<file path="src/rtl/step_fsm_seq_scheduler_if.sv">
`default_nettype none
// ============================================================================
// step_fsm_seq_scheduler_if: requester handshake and FSM lane bus
// Revision: 1.0
// ============================================================================
interface step_fsm_seq_scheduler_if #(
  parameter int IO_SIZE_G = 3
);
  logic [1:0]           req_i;
  logic [1:0]           gnt_o;
  logic                 busy_o;
  logic                 done_o;
  logic                 err_o;
  logic                 fault_o;
  logic [IO_SIZE_G-1:0] fsm_data_a_o;
  logic [IO_SIZE_G-1:0] fsm_data_b_o;
  logic [IO_SIZE_G-1:0] fsm_data_c_o;
  logic [IO_SIZE_G-1:0] fsm_state_a_i;
  logic [IO_SIZE_G-1:0] fsm_state_b_i;
  logic [IO_SIZE_G-1:0] fsm_state_c_i;
  logic [7:0]           mismatch_cnt_o;

  modport master (
    output req_i, fsm_state_a_i, fsm_state_b_i, fsm_state_c_i,
    input  gnt_o, busy_o, done_o, err_o, fault_o,
           fsm_data_a_o, fsm_data_b_o, fsm_data_c_o, mismatch_cnt_o
  );

  modport slave (
    input  req_i, fsm_state_a_i, fsm_state_b_i, fsm_state_c_i,
    output gnt_o, busy_o, done_o, err_o, fault_o,
           fsm_data_a_o, fsm_data_b_o, fsm_data_c_o, mismatch_cnt_o
  );
endinterface
`default_nettype wire

</file>
<file path="src/rtl/step_fsm_seq_scheduler.sv">
`default_nettype none
// ============================================================================
// step_fsm_seq_scheduler: round-robin sequencer/checker for the TMR step FSM
// Revision: 1.0
// ============================================================================
module step_fsm_seq_scheduler #(
  parameter int                     IO_SIZE_G         = 3,
  parameter logic [4*IO_SIZE_G-1:0] SEQ0_WORDS_G      = '0,
  parameter logic [4*IO_SIZE_G-1:0] SEQ0_STATES_G     = '0,
  parameter logic [4*IO_SIZE_G-1:0] SEQ1_WORDS_G      = '0,
  parameter logic [4*IO_SIZE_G-1:0] SEQ1_STATES_G     = '0,
  parameter logic [IO_SIZE_G-1:0]   IDLE_WORD_G       = '0,
  parameter logic [IO_SIZE_G-1:0]   IDLE_STATE_G      = '0,
  parameter int                     RECOVER_TIMEOUT_G = 16
) (
  input  wire logic               clk_i,
  input  wire logic               rst_i,
  step_fsm_seq_scheduler_if.slave bus
);

  localparam int                c_TCNT_W    = (RECOVER_TIMEOUT_G > 1) ? $clog2(RECOVER_TIMEOUT_G) : 1;
  localparam logic [c_TCNT_W-1:0] c_TCNT_LAST = c_TCNT_W'(RECOVER_TIMEOUT_G - 1);

  typedef enum logic [2:0] {
    ST_IDLE    = 3'd0,
    ST_SEND    = 3'd1,
    ST_CHECK   = 3'd2,
    ST_RECOVER = 3'd3,
    ST_DONE    = 3'd4
  } state_t;

  function automatic logic [IO_SIZE_G-1:0] f_word(input logic [4*IO_SIZE_G-1:0] vec,
                                                  input logic [1:0]             k);
    f_word = vec[int'(k)*IO_SIZE_G +: IO_SIZE_G];
  endfunction

  state_t                r_state, w_state_nxt;
  logic [1:0]            r_gnt, w_gnt_nxt;
  logic                  r_busy, w_busy_nxt;
  logic                  r_done, w_done_nxt;
  logic                  r_err, w_err_nxt;
  logic                  r_fault, w_fault_nxt;
  logic [IO_SIZE_G-1:0]  r_data, w_data_nxt;
  logic [7:0]            r_mcnt, w_mcnt_nxt;
  logic [1:0]            r_idx, w_idx_nxt;
  logic                  r_seq_err, w_seq_err_nxt;
  logic [c_TCNT_W-1:0]   r_tcnt, w_tcnt_nxt;
  logic                  r_last, w_last_nxt;

  logic [4*IO_SIZE_G-1:0] w_words;
  logic [4*IO_SIZE_G-1:0] w_states;
  logic [IO_SIZE_G-1:0]   w_maj;
  logic [IO_SIZE_G-1:0]   w_exp;
  logic [1:0]             w_exp_idx;
  logic                   w_check;
  logic                   w_bad;
  logic                   w_diff;
  logic                   w_all_idle;
  logic                   w_pick1;

  assign w_words  = r_gnt[1] ? SEQ1_WORDS_G  : SEQ0_WORDS_G;
  assign w_states = r_gnt[1] ? SEQ1_STATES_G : SEQ0_STATES_G;

  assign w_maj = (bus.fsm_state_a_i & bus.fsm_state_b_i) |
                 (bus.fsm_state_a_i & bus.fsm_state_c_i) |
                 (bus.fsm_state_b_i & bus.fsm_state_c_i);

  assign w_all_idle = (bus.fsm_state_a_i == IDLE_STATE_G) &&
                      (bus.fsm_state_b_i == IDLE_STATE_G) &&
                      (bus.fsm_state_c_i == IDLE_STATE_G);

  // Requester 1 wins when alone, or on contention when requester 0 went last.
  assign w_pick1 = bus.req_i[1] & (~bus.req_i[0] | ~r_last);

  // The state inputs lag the driven word by one cycle, hence expected[idx-1].
  always_comb begin
    w_check   = 1'b0;
    w_exp_idx = 2'd0;
    if (r_state == ST_SEND && r_idx != 2'd0) begin
      w_check   = 1'b1;
      w_exp_idx = r_idx - 2'd1;
    end else if (r_state == ST_CHECK) begin
      w_check   = 1'b1;
      w_exp_idx = 2'd3;
    end
  end

  assign w_exp  = f_word(w_states, w_exp_idx);
  assign w_bad  = w_check && (w_maj != w_exp);
  assign w_diff = w_check && !((bus.fsm_state_a_i == bus.fsm_state_b_i) &&
                               (bus.fsm_state_b_i == bus.fsm_state_c_i));

  always_comb begin
    w_state_nxt   = r_state;
    w_gnt_nxt     = r_gnt;
    w_data_nxt    = IDLE_WORD_G;
    w_idx_nxt     = r_idx;
    w_seq_err_nxt = r_seq_err | w_bad;
    w_tcnt_nxt    = r_tcnt;
    w_last_nxt    = r_last;
    w_fault_nxt   = r_fault;
    w_mcnt_nxt    = (w_diff && r_mcnt != 8'hFF) ? r_mcnt + 8'd1 : r_mcnt;

    case (r_state)
      ST_IDLE: begin
        if (bus.req_i != 2'b00) begin
          w_gnt_nxt     = w_pick1 ? 2'b10 : 2'b01;
          w_data_nxt    = f_word(w_pick1 ? SEQ1_WORDS_G : SEQ0_WORDS_G, 2'd0);
          w_idx_nxt     = 2'd0;
          w_seq_err_nxt = 1'b0;
          w_state_nxt   = ST_SEND;
        end
      end
      ST_SEND: begin
        w_idx_nxt = r_idx + 2'd1;
        if (r_idx != 2'd3) begin
          w_data_nxt = f_word(w_words, r_idx + 2'd1);
        end else begin
          w_state_nxt = ST_CHECK;
        end
      end
      ST_CHECK: begin
        if (w_seq_err_nxt) begin
          w_tcnt_nxt  = '0;
          w_state_nxt = ST_RECOVER;
        end else begin
          w_state_nxt = ST_DONE;
        end
      end
      ST_RECOVER: begin
        if (w_all_idle) begin
          w_state_nxt = ST_DONE;
        end else if (r_tcnt == c_TCNT_LAST) begin
          w_fault_nxt = 1'b1;
          w_state_nxt = ST_DONE;
        end else begin
          w_tcnt_nxt = r_tcnt + c_TCNT_W'(1);
        end
      end
      ST_DONE: begin
        w_state_nxt = ST_IDLE;
      end
      default: begin
        w_state_nxt = ST_IDLE;
      end
    endcase

    // The grant is released as the DONE pulse is launched.
    if (w_state_nxt == ST_DONE) begin
      w_gnt_nxt  = 2'b00;
      w_last_nxt = r_gnt[1];
    end

    w_busy_nxt = (w_state_nxt != ST_IDLE);
    w_done_nxt = (w_state_nxt == ST_DONE);
    w_err_nxt  = (w_state_nxt == ST_DONE) ? w_seq_err_nxt : 1'b0;
  end

  always_ff @(posedge clk_i) begin
    if (rst_i) begin
      r_state   <= ST_IDLE;
      r_gnt     <= 2'b00;
      r_busy    <= 1'b0;
      r_done    <= 1'b0;
      r_err     <= 1'b0;
      r_fault   <= 1'b0;
      r_data    <= IDLE_WORD_G;
      r_mcnt    <= 8'd0;
      r_idx     <= 2'd0;
      r_seq_err <= 1'b0;
      r_tcnt    <= '0;
      r_last    <= 1'b1;
    end else begin
      r_state   <= w_state_nxt;
      r_gnt     <= w_gnt_nxt;
      r_busy    <= w_busy_nxt;
      r_done    <= w_done_nxt;
      r_err     <= w_err_nxt;
      r_fault   <= w_fault_nxt;
      r_data    <= w_data_nxt;
      r_mcnt    <= w_mcnt_nxt;
      r_idx     <= w_idx_nxt;
      r_seq_err <= w_seq_err_nxt;
      r_tcnt    <= w_tcnt_nxt;
      r_last    <= w_last_nxt;
    end
  end

  assign bus.gnt_o          = r_gnt;
  assign bus.busy_o         = r_busy;
  assign bus.done_o         = r_done;
  assign bus.err_o          = r_err;
  assign bus.fault_o        = r_fault;
  assign bus.fsm_data_a_o   = r_data;
  assign bus.fsm_data_b_o   = r_data;
  assign bus.fsm_data_c_o   = r_data;
  assign bus.mismatch_cnt_o = r_mcnt;

endmodule
`default_nettype wire
</file>
<file path="src/flat_wrapper.sv">
// flat-port wrapper written by rule: the top's interface ports become plain ports
module step_fsm_seq_scheduler_flat 
#(
  parameter int                     IO_SIZE_G         = 3,
  parameter logic [4*IO_SIZE_G-1:0] SEQ0_WORDS_G      = '0,
  parameter logic [4*IO_SIZE_G-1:0] SEQ0_STATES_G     = '0,
  parameter logic [4*IO_SIZE_G-1:0] SEQ1_WORDS_G      = '0,
  parameter logic [4*IO_SIZE_G-1:0] SEQ1_STATES_G     = '0,
  parameter logic [IO_SIZE_G-1:0]   IDLE_WORD_G       = '0,
  parameter logic [IO_SIZE_G-1:0]   IDLE_STATE_G      = '0,
  parameter int                     RECOVER_TIMEOUT_G = 16
)
  (clk_i, rst_i, bus_req_i, bus_fsm_state_a_i, bus_fsm_state_b_i, bus_fsm_state_c_i, bus_gnt_o, bus_busy_o, bus_done_o, bus_err_o, bus_fault_o, bus_fsm_data_a_o, bus_fsm_data_b_o, bus_fsm_data_c_o, bus_mismatch_cnt_o);
  step_fsm_seq_scheduler_if #(.IO_SIZE_G(IO_SIZE_G)) bus_i ();
  input  wire logic clk_i;
  input  wire logic rst_i;
  input wire logic [$bits(bus_i.req_i)-1:0] bus_req_i;
  input wire logic [$bits(bus_i.fsm_state_a_i)-1:0] bus_fsm_state_a_i;
  input wire logic [$bits(bus_i.fsm_state_b_i)-1:0] bus_fsm_state_b_i;
  input wire logic [$bits(bus_i.fsm_state_c_i)-1:0] bus_fsm_state_c_i;
  output wire logic [$bits(bus_i.gnt_o)-1:0] bus_gnt_o;
  output wire logic [$bits(bus_i.busy_o)-1:0] bus_busy_o;
  output wire logic [$bits(bus_i.done_o)-1:0] bus_done_o;
  output wire logic [$bits(bus_i.err_o)-1:0] bus_err_o;
  output wire logic [$bits(bus_i.fault_o)-1:0] bus_fault_o;
  output wire logic [$bits(bus_i.fsm_data_a_o)-1:0] bus_fsm_data_a_o;
  output wire logic [$bits(bus_i.fsm_data_b_o)-1:0] bus_fsm_data_b_o;
  output wire logic [$bits(bus_i.fsm_data_c_o)-1:0] bus_fsm_data_c_o;
  output wire logic [$bits(bus_i.mismatch_cnt_o)-1:0] bus_mismatch_cnt_o;
  assign bus_i.req_i = bus_req_i;
  assign bus_i.fsm_state_a_i = bus_fsm_state_a_i;
  assign bus_i.fsm_state_b_i = bus_fsm_state_b_i;
  assign bus_i.fsm_state_c_i = bus_fsm_state_c_i;
  assign bus_gnt_o = bus_i.gnt_o;
  assign bus_busy_o = bus_i.busy_o;
  assign bus_done_o = bus_i.done_o;
  assign bus_err_o = bus_i.err_o;
  assign bus_fault_o = bus_i.fault_o;
  assign bus_fsm_data_a_o = bus_i.fsm_data_a_o;
  assign bus_fsm_data_b_o = bus_i.fsm_data_b_o;
  assign bus_fsm_data_c_o = bus_i.fsm_data_c_o;
  assign bus_mismatch_cnt_o = bus_i.mismatch_cnt_o;
  step_fsm_seq_scheduler #(.IO_SIZE_G(IO_SIZE_G), .SEQ0_WORDS_G(SEQ0_WORDS_G), .SEQ0_STATES_G(SEQ0_STATES_G), .SEQ1_WORDS_G(SEQ1_WORDS_G), .SEQ1_STATES_G(SEQ1_STATES_G), .IDLE_WORD_G(IDLE_WORD_G), .IDLE_STATE_G(IDLE_STATE_G), .RECOVER_TIMEOUT_G(RECOVER_TIMEOUT_G)) u_core (.clk_i(clk_i), .rst_i(rst_i), .bus(bus_i));
endmodule
</file>
<file path="config.mk">
export PLATFORM = sky130hd
export DESIGN_NAME = step_fsm_seq_scheduler_flat
export DESIGN_NICKNAME = d
export VERILOG_FILES = /design/src/rtl/step_fsm_seq_scheduler_if.sv /design/src/rtl/step_fsm_seq_scheduler.sv /design/src/flat_wrapper.sv
export SDC_FILE = /design/constraint.sdc
export NUM_CORES = 1
export LEC_CHECK = 0
export CORE_UTILIZATION = 40
export CTS_CLUSTER_SIZE = 40
export DETAILED_ROUTE_END_ITERATION = 10
export PLACE_DENSITY = 0.69
export SETUP_SLACK_MARGIN = 0.05
export SLEW_MARGIN = 20
export SYNTH_ARGS = -nofsm -noshare
export SYNTH_HDL_FRONTEND = slang
export SYNTH_SLANG_ARGS = --single-unit
</file>
<file path="constraint.sdc">
create_clock -name clk_i -period 2.2 [get_ports clk_i]
set_clock_uncertainty 0.15 [all_clocks]
set_input_delay 0.66 -clock clk_i [delete_from_list [all_inputs] [get_ports clk_i]]
set_output_delay 0.66 -clock clk_i [all_outputs]
set_load 0.02 [all_outputs]
</file>
==> reports/results.txt, run 1 <==
Count of yosys warnings during synthesis -> 0
Post-place instance area -> 0.00184 sq mm
Non-clock inverter total of the final layout -> 5
Number of antenna violations at the first check in global routing -> 0
CTS tree -> built
Maximum root-to-sink buffer count -> 2
Max H-tree Level -> 1
Multi-input gate count -> 132
Largest cell class by area -> logic gates
Avg Cell Area, Syn -> 8.71 sq um
Sw power -> 0.000242 W
Half-perimeter wire length of the detailed placement result -> 2400 um
Critical Path Max Stage Delay -> 0.56 ns
Final worst-path setup slack -> 0.0665 ns
DRC violation count after routing -> 0
Slowest-stage cell, CP -> sky130_fd_sc_hd__or4_4
Number of clock buffers inserted by TritonCTS -> 3
Count of pins over their slew limit -> 0
Run status -> finished, final reports clean
Vias in the first global route -> 1,271
Endpoint of the lowest-slack register-to-register path -> u_core.bus.mismatch_cnt_o[4]
Most common cell in the netlist -> sky130_fd_sc_hd__dfxtp_1
Combinational fraction of design power -> 0.178
Critical path endpoint category -> register
Area share of the largest cell type after synthesis -> 0.340
Clock buffer cells -> 4
Non-CTS buffers -> 37
Dpl ws -> -0.558 ns
R2R Setup Slk -> 0.11 ns
Cell count of the worst reg-to-reg path -> 6
Run 1, signal wires on met2:
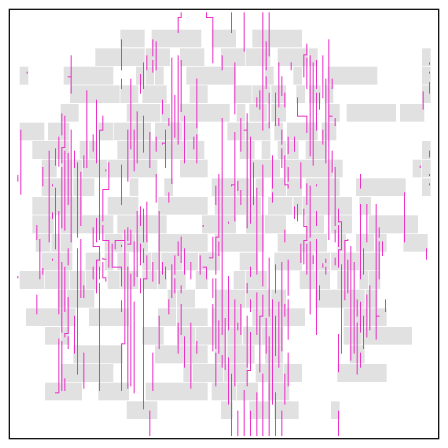
202 nets have wire on it. The layer carries 1,590 um of wire. The wires run mostly vertical. The layer holds 50% of the routed length.

Run 1, congestion heat map:
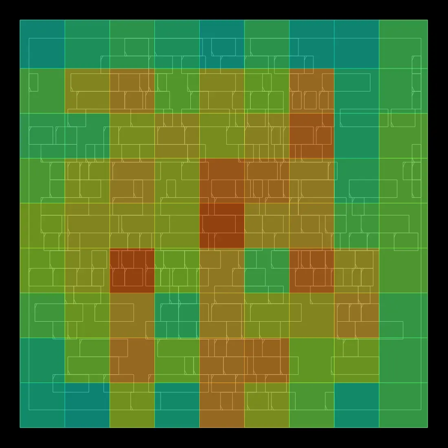
GRT Util Overall: 0.174
Layout Utilization: 0.570

Run 1, signal wires on met3:
The bar under the picture is 20 um long.
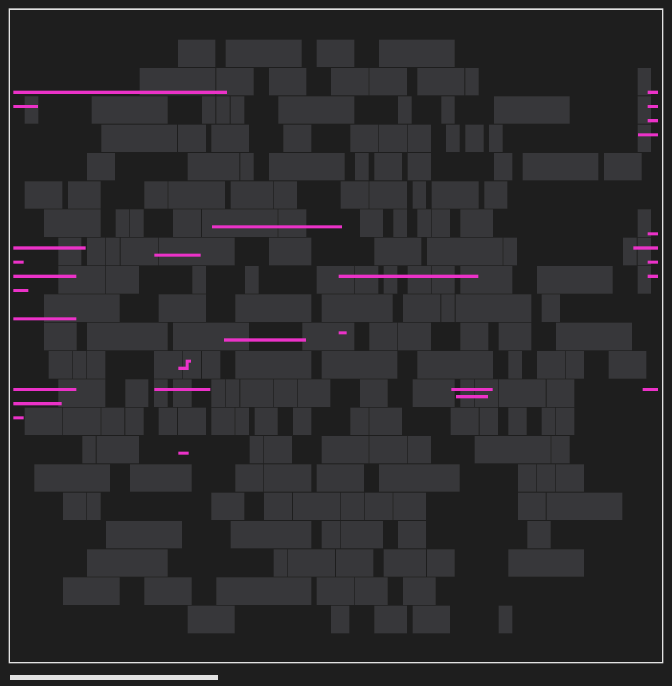
The layer holds 3.6% of the routed length. The wires run mostly horizontal. The layer carries 113 um of wire. The longest straight run is 20.2 um. 25 nets have wire on it.

Run 1, routed metal, one colour a layer:
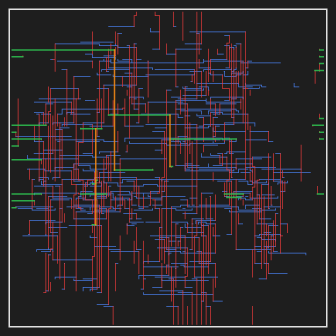
Key: metal 4 = orange [wire length 53.0 um]; metal 1 = blue [wire length 1,400 um]; metal 3 = green [wire length 113 um]; metal 2 = red [wire length 1,590 um]
final wirelength: 3160 um
via count: 1,350
post-detailed-route wirelength per cell: 12.7 um

Run 1, clock network drawn from the DEF:
The bar under the picture is 20 um long.
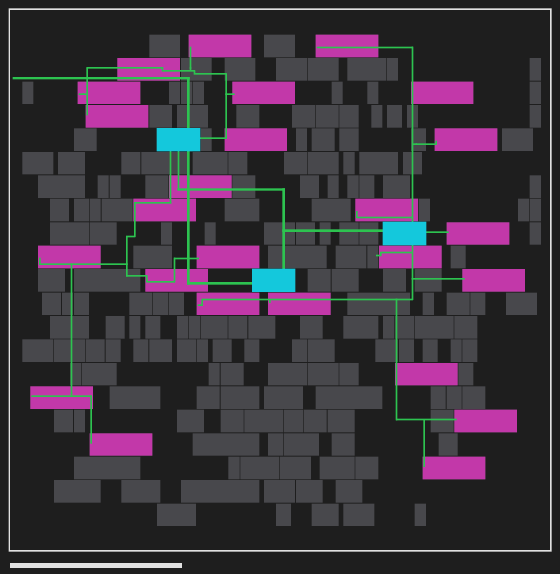

==> run 2: changes to the inputs <==
--- a/config.mk
+++ b/config.mk
@@ -5,6 +5,8 @@
 export SDC_FILE = /design/constraint.sdc
 export NUM_CORES = 1
 export LEC_CHECK = 0
+export CORE_ASPECT_RATIO = 0.5
+export CORE_MARGIN = 1
 export CORE_UTILIZATION = 40
 export CTS_CLUSTER_SIZE = 40
 export DETAILED_ROUTE_END_ITERATION = 10
Run 2, clock network drawn from the DEF:
The bar under the picture is 20 um long.
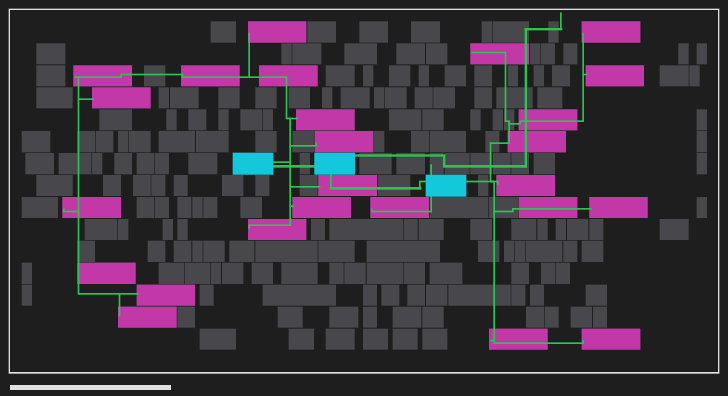
Key: flip-flops = magenta [count 25]; clock drivers = cyan [count 3]; clock wires = green [length 301 um]
There are 4 routed clock nets.
clock network fraction of total power: 0.293
power of the clock network: 0.000266 W
Insertion Delay late pin: 0.26 ns

==> run 2 against run 1 <==
- cell count up 4.4%
- first-iteration DRC count up 11%
- sequential share of layout area down 0.11 points
- design area up 0.45%
- register-to-register slack better by 0.07 ns
- hold slack worse by 0.015 ns
- clock-buffer cell count down 1
- largest cell class unchanged
- core utilization down 0.24 points
- via count up 0.74%
==> reports/results.txt, run 2 <==
Run status -> finished, final reports clean
DRC violation count after routing -> 0
Slowest-stage cell, CP -> sky130_fd_sc_hd__or4_1
Critical path endpoint category -> register
CTS tree -> built
R2R Setup Slk -> 0.18 ns
Multi-input gate count -> 132
Most common cell in the netlist -> sky130_fd_sc_hd__dfxtp_1
Number of antenna violations at the first check in global routing -> 0
Avg Cell Area, Syn -> 8.71 sq um
Area share of the largest cell type after synthesis -> 0.340
Post-detailed-route wirelength per cell -> 11.9 um
Count of pins over their slew limit -> 0
Post-place instance area -> 0.00189 sq mm
Combinational fraction of design power -> 0.185
Half-perimeter wire length of the detailed placement result -> 2420 um
Non-clock inverter total of the final layout -> 5
Cell count of the worst reg-to-reg path -> 6
Non-CTS buffers -> 43
Max H-tree Level -> 1
Run 2, congestion heat map:
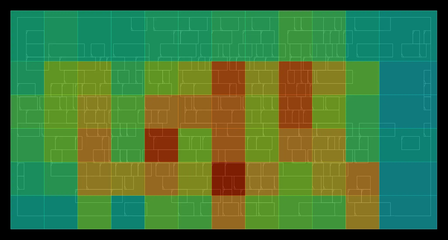
routing layer with the top usage in global route: met2
GRT met1 Usage: 0.229
GRT Util Overall: 0.170
Layout Utilization: 0.568
met3 capacity usage during global routing: 0.0384

Power figures rest on the tool's default switching activity, not on a simulated workload.
